==> images/layer_met4.png <==
Drawn at 6 px/um. Supply wires on this layer in grey.
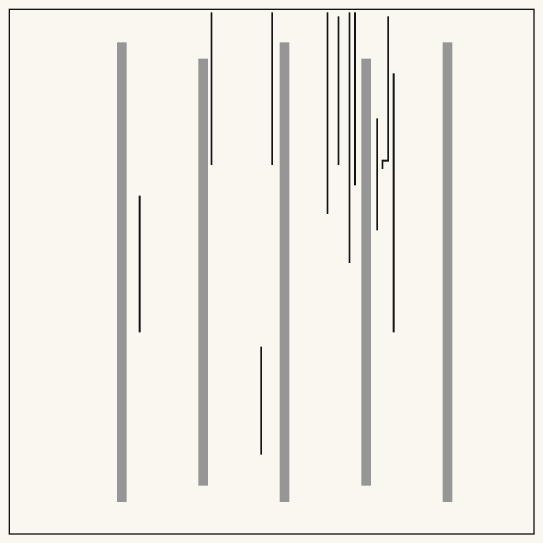
==> images/detail.png <==
Region (29, 11) to (59, 41) um. Cells in grey, sequential cells in the stronger grey; small squares are vias.
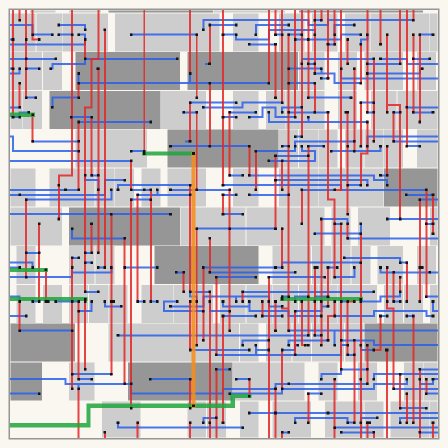
==> images/logic_types.png <==
Drawn at 6 px/um.
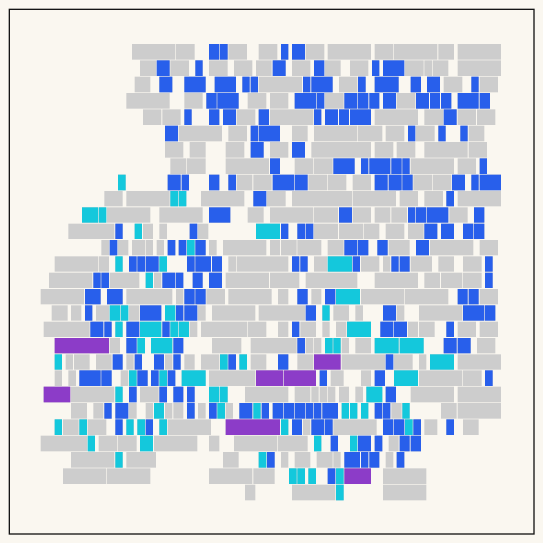
==> images/congestion.png <==
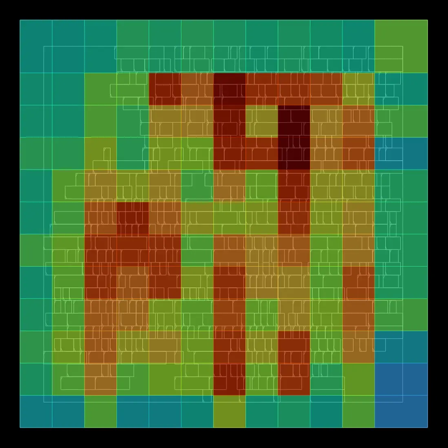
<file path="src/rtl/sprite_frame_scheduler.sv">
// Per-frame erase-then-draw sequencer for the sprite blocks, muxing the active sprite onto one VGA write port.
// Build option: define SCHED_TIMEOUT_EN to bound each DRAW wait to DRAW_TIMEOUT cycles and report draw_timeout.
//
// state   | meaning
// --------+--------------------------------------------------------------
// S_IDLE  | waiting for frame_tick, nothing requested, plot low
// S_ERASE | erase_signal[idx] held for ERASE_CYCLES, then next sprite
// S_DRAW  | draw_signal[idx] held until sprite_finish[idx], then next sprite
module sprite_frame_scheduler #(
    parameter int NUM_SPRITES  = 3,
    parameter int FRAME_DIV    = 833333,
    parameter int ERASE_CYCLES = 44,
    parameter int DRAW_TIMEOUT = 64
) (
    input  logic                       clk,
    input  logic                       reset,
    input  logic [9*NUM_SPRITES-1:0]   sprite_x_bus,
    input  logic [8*NUM_SPRITES-1:0]   sprite_y_bus,
    input  logic [3*NUM_SPRITES-1:0]   sprite_colour_bus,
    input  logic [NUM_SPRITES-1:0]     sprite_finish,
    output logic [NUM_SPRITES-1:0]     draw_signal,
    output logic [NUM_SPRITES-1:0]     erase_signal,
    output logic [8:0]                 vga_x,
    output logic [7:0]                 vga_y,
    output logic [2:0]                 vga_colour,
    output logic                       vga_plot,
    output logic                       frame_tick,
    output logic                       busy,
    output logic                       overrun,
    output logic                       draw_timeout
);

    localparam int IW   = (NUM_SPRITES > 1) ? $clog2(NUM_SPRITES) : 1;
    localparam int FW   = (FRAME_DIV > 1) ? $clog2(FRAME_DIV) : 1;
    localparam int CMAX = (ERASE_CYCLES > DRAW_TIMEOUT) ? ERASE_CYCLES : DRAW_TIMEOUT;
    localparam int CW   = $clog2(CMAX + 1);

    localparam logic [IW-1:0] IDX_LAST   = IW'(NUM_SPRITES - 1);
    localparam logic [FW-1:0] FRAME_LAST = FW'(FRAME_DIV - 1);
    localparam logic [CW-1:0] ERASE_LAST = CW'(ERASE_CYCLES - 1);

    typedef enum logic [1:0] {
        S_IDLE  = 2'd0,
        S_ERASE = 2'd1,
        S_DRAW  = 2'd2
    } state_t;

    state_t                 state;
    logic [IW-1:0]          idx;
    logic [CW-1:0]          cnt;
    logic [FW-1:0]          frame_cnt;
    logic [NUM_SPRITES-1:0] sel;
    logic                   fin_sel;
    logic                   timeout_hit;
    logic                   draw_done;

    assign frame_tick = (frame_cnt == FRAME_LAST);

    always_ff @(posedge clk) begin
        if (!reset)
            frame_cnt <= '0;
        else if (frame_tick)
            frame_cnt <= '0;
        else
            frame_cnt <= frame_cnt + FW'(1);
    end

    assign sel     = NUM_SPRITES'(1) << idx;
    assign fin_sel = |(sprite_finish & sel);

`ifdef SCHED_TIMEOUT_EN
    localparam logic [CW-1:0] DRAW_LAST = CW'(DRAW_TIMEOUT - 1);
    // A finish landing on the last allowed cycle wins over the timeout.
    assign timeout_hit = (cnt == DRAW_LAST) && !fin_sel;
`else
    assign timeout_hit  = 1'b0;
    assign draw_timeout = 1'b0;
`endif

    assign draw_done = fin_sel || timeout_hit;

    always_ff @(posedge clk) begin
        if (!reset) begin
            state   <= S_IDLE;
            idx     <= '0;
            cnt     <= '0;
            overrun <= 1'b0;
`ifdef SCHED_TIMEOUT_EN
            draw_timeout <= 1'b0;
`endif
        end else begin
            if (frame_tick && (state != S_IDLE))
                overrun <= 1'b1;
            case (state)
                S_IDLE: begin
                    if (frame_tick) begin
                        state <= S_ERASE;
                        idx   <= '0;
                        cnt   <= '0;
                    end
                end
                S_ERASE: begin
                    if (cnt == ERASE_LAST) begin
                        cnt <= '0;
                        if (idx == IDX_LAST) begin
                            state <= S_DRAW;
                            idx   <= '0;
                        end else begin
                            idx <= idx + IW'(1);
                        end
                    end else begin
                        cnt <= cnt + CW'(1);
                    end
                end
                S_DRAW: begin
                    if (draw_done) begin
                        cnt <= '0;
                        if (idx == IDX_LAST) begin
                            state <= S_IDLE;
                            idx   <= '0;
                        end else begin
                            idx <= idx + IW'(1);
                        end
`ifdef SCHED_TIMEOUT_EN
                        if (timeout_hit)
                            draw_timeout <= 1'b1;
                    end else begin
                        cnt <= cnt + CW'(1);
`endif
                    end
                end
                default: begin
                    state <= S_IDLE;
                    idx   <= '0;
                    cnt   <= '0;
                end
            endcase
        end
    end

    assign busy         = (state != S_IDLE);
    assign vga_plot     = busy;
    assign erase_signal = (state == S_ERASE) ? sel : '0;
    assign draw_signal  = (state == S_DRAW) ? sel : '0;

    always_comb begin
        vga_x      = '0;
        vga_y      = '0;
        vga_colour = '0;
        if (busy) begin
            for (int i = 0; i < NUM_SPRITES; i++) begin
                if (idx == IW'(i)) begin
                    vga_x      = sprite_x_bus[9*i +: 9];
                    vga_y      = sprite_y_bus[8*i +: 8];
                    vga_colour = sprite_colour_bus[3*i +: 3];
                end
            end
        end
    end

endmodule

</file>
<file path="config.mk">
export PLATFORM = sky130hd
export DESIGN_NAME = sprite_frame_scheduler
export DESIGN_NICKNAME = d
export VERILOG_FILES = /design/src/rtl/sprite_frame_scheduler.sv
export SDC_FILE = /design/constraint.sdc
export NUM_CORES = 1
export LEC_CHECK = 0
export ABC_AREA = 1
export CORE_MARGIN = 5
export CORE_UTILIZATION = 40
export DETAILED_ROUTE_END_ITERATION = 6
export PLACE_DENSITY = 0.81
export RECOVER_POWER = 25
export SLEW_MARGIN = 20
export SYNTH_ARGS = -nofsm -noshare
export SYNTH_HDL_FRONTEND = slang
export SYNTH_SLANG_ARGS = --single-unit
</file>
<file path="constraint.sdc">
create_clock -name clk -period 2.1 [get_ports clk]
set_clock_uncertainty 0.05 [all_clocks]
set_input_delay 0.63 -clock clk [delete_from_list [all_inputs] [get_ports clk]]
set_output_delay 0.63 -clock clk [all_outputs]
set_load 0.1 [all_outputs]
</file>
==> notes.md <==
The layout was made with Yosys and OpenROAD.

The checks that failed: setup timing. Counting buffers and inverters, the worst setup path is 8 cells deep. The kind of cell adding the most delay to the critical path is buffers and inverters.

The count of state elements after synthesis is 32. The filler cells instantiated in the layout total 436. The detailed router finished its first iteration with 203 violations.

The design has 32 sequential cells. The highest attainable clock frequency is 455 MHz. The hold violation count in the final report is 0.

In the post-route analysis, the smallest setup slack over all paths is -0.0961 ns. Setup repair after global routing could not meet its margin everywhere. Sorting the synthesized cells by area gives the leading types as dfxtp_1 (27%), nand2_1 (18%), nand3_1 (14%). The clock transition time at the flip-flop clock pins of the worst setup and hold paths is 0.07 ns. In this run, the clock network consumes 35.9% of the power.

The most area-hungry cell type in the Yosys netlist is dfxtp_1. The fraction of cell area in multi-input combinational cells is reported as 40.3%. The width of the die is 87.2 um. The count of placed standard cells in the final layout, fillers left out is 594. Entering global routing, the biggest net connects 23 pins. The flow ran to the end, but the final reports show violations. The synthesis run identifies the leading combinational cell family as simple AND/OR/NAND/NOR gates. Counting along the longest clock path gives a buffer depth of 2. The vias per cell is 5.14.

The largest register by flop count is frame_cnt. The chip area line in the Yosys stat output reads 0.00238 mm^2. The register fraction of the total cell area is 15.5%.

Per the layout report, the design carries 6 clock buffers. The number of setup violations in the final report is 21. The die covers 0.00761 mm^2.
About layer_met4.png:
The longest straight run is 42.8 um. The layer carries 306 um of wire. 11 nets have wire on it.

About detail.png:
Blue is metal 1. Red is metal 2. Green is metal 3. Orange is metal 4.
Most frequent: nor2_1 (14), nand2_1 (13), inv_1 (12). 99 logic cells have their middle in the window. Netlist names of flops here include cnt (4), frame_cnt (4), state (2). Sequential cells in the window: 10.

About logic_types.png:
Blue is nand cells, cells 198. Purple is fa/ha/maj cells, cells 7. Cyan is nor cells, cells 65.

About congestion.png:
global-route track usage on met2: 38.0%
post-detailed-route wirelength per cell: 14.4 um
met3 track demand over resource: 5.11%
global routing usage on met1: 25.1%
core utilization of the finished layout: 72.4%

metal layers:
metal,global-route usage (%),vias up,wire length [um]
li1,-,1513,-
met1,25.1,1412,3460
met2,38.0,105,4240
met3,5.11,22,527
met4,8.65,0,305
met5,0,-,0
through the flow:
stage	hold WS, ns	utilization (%)	setup TNS (ns)
after detailed placement	0.417	65.9	-3.57
after global routing	0.445	72.4	-2.98
after floorplan	0.390	-	-0.333
after global placement	0.406	65.9	-3.25
final	0.416	72.4	-1.18
after CTS	0.441	70.7	-0.905
worst register-to-register path, delay by kind of cell (launching register included):
kind / cells / cell delay (ns)
AOI/OAI and AO/OA: 1 / 0.12
adders and majority gates: 1 / 0.24
buffers and inverters: 2 / 0.20
DFF: 1 / 0.33
and+or+nand+nor: 4 / 0.76
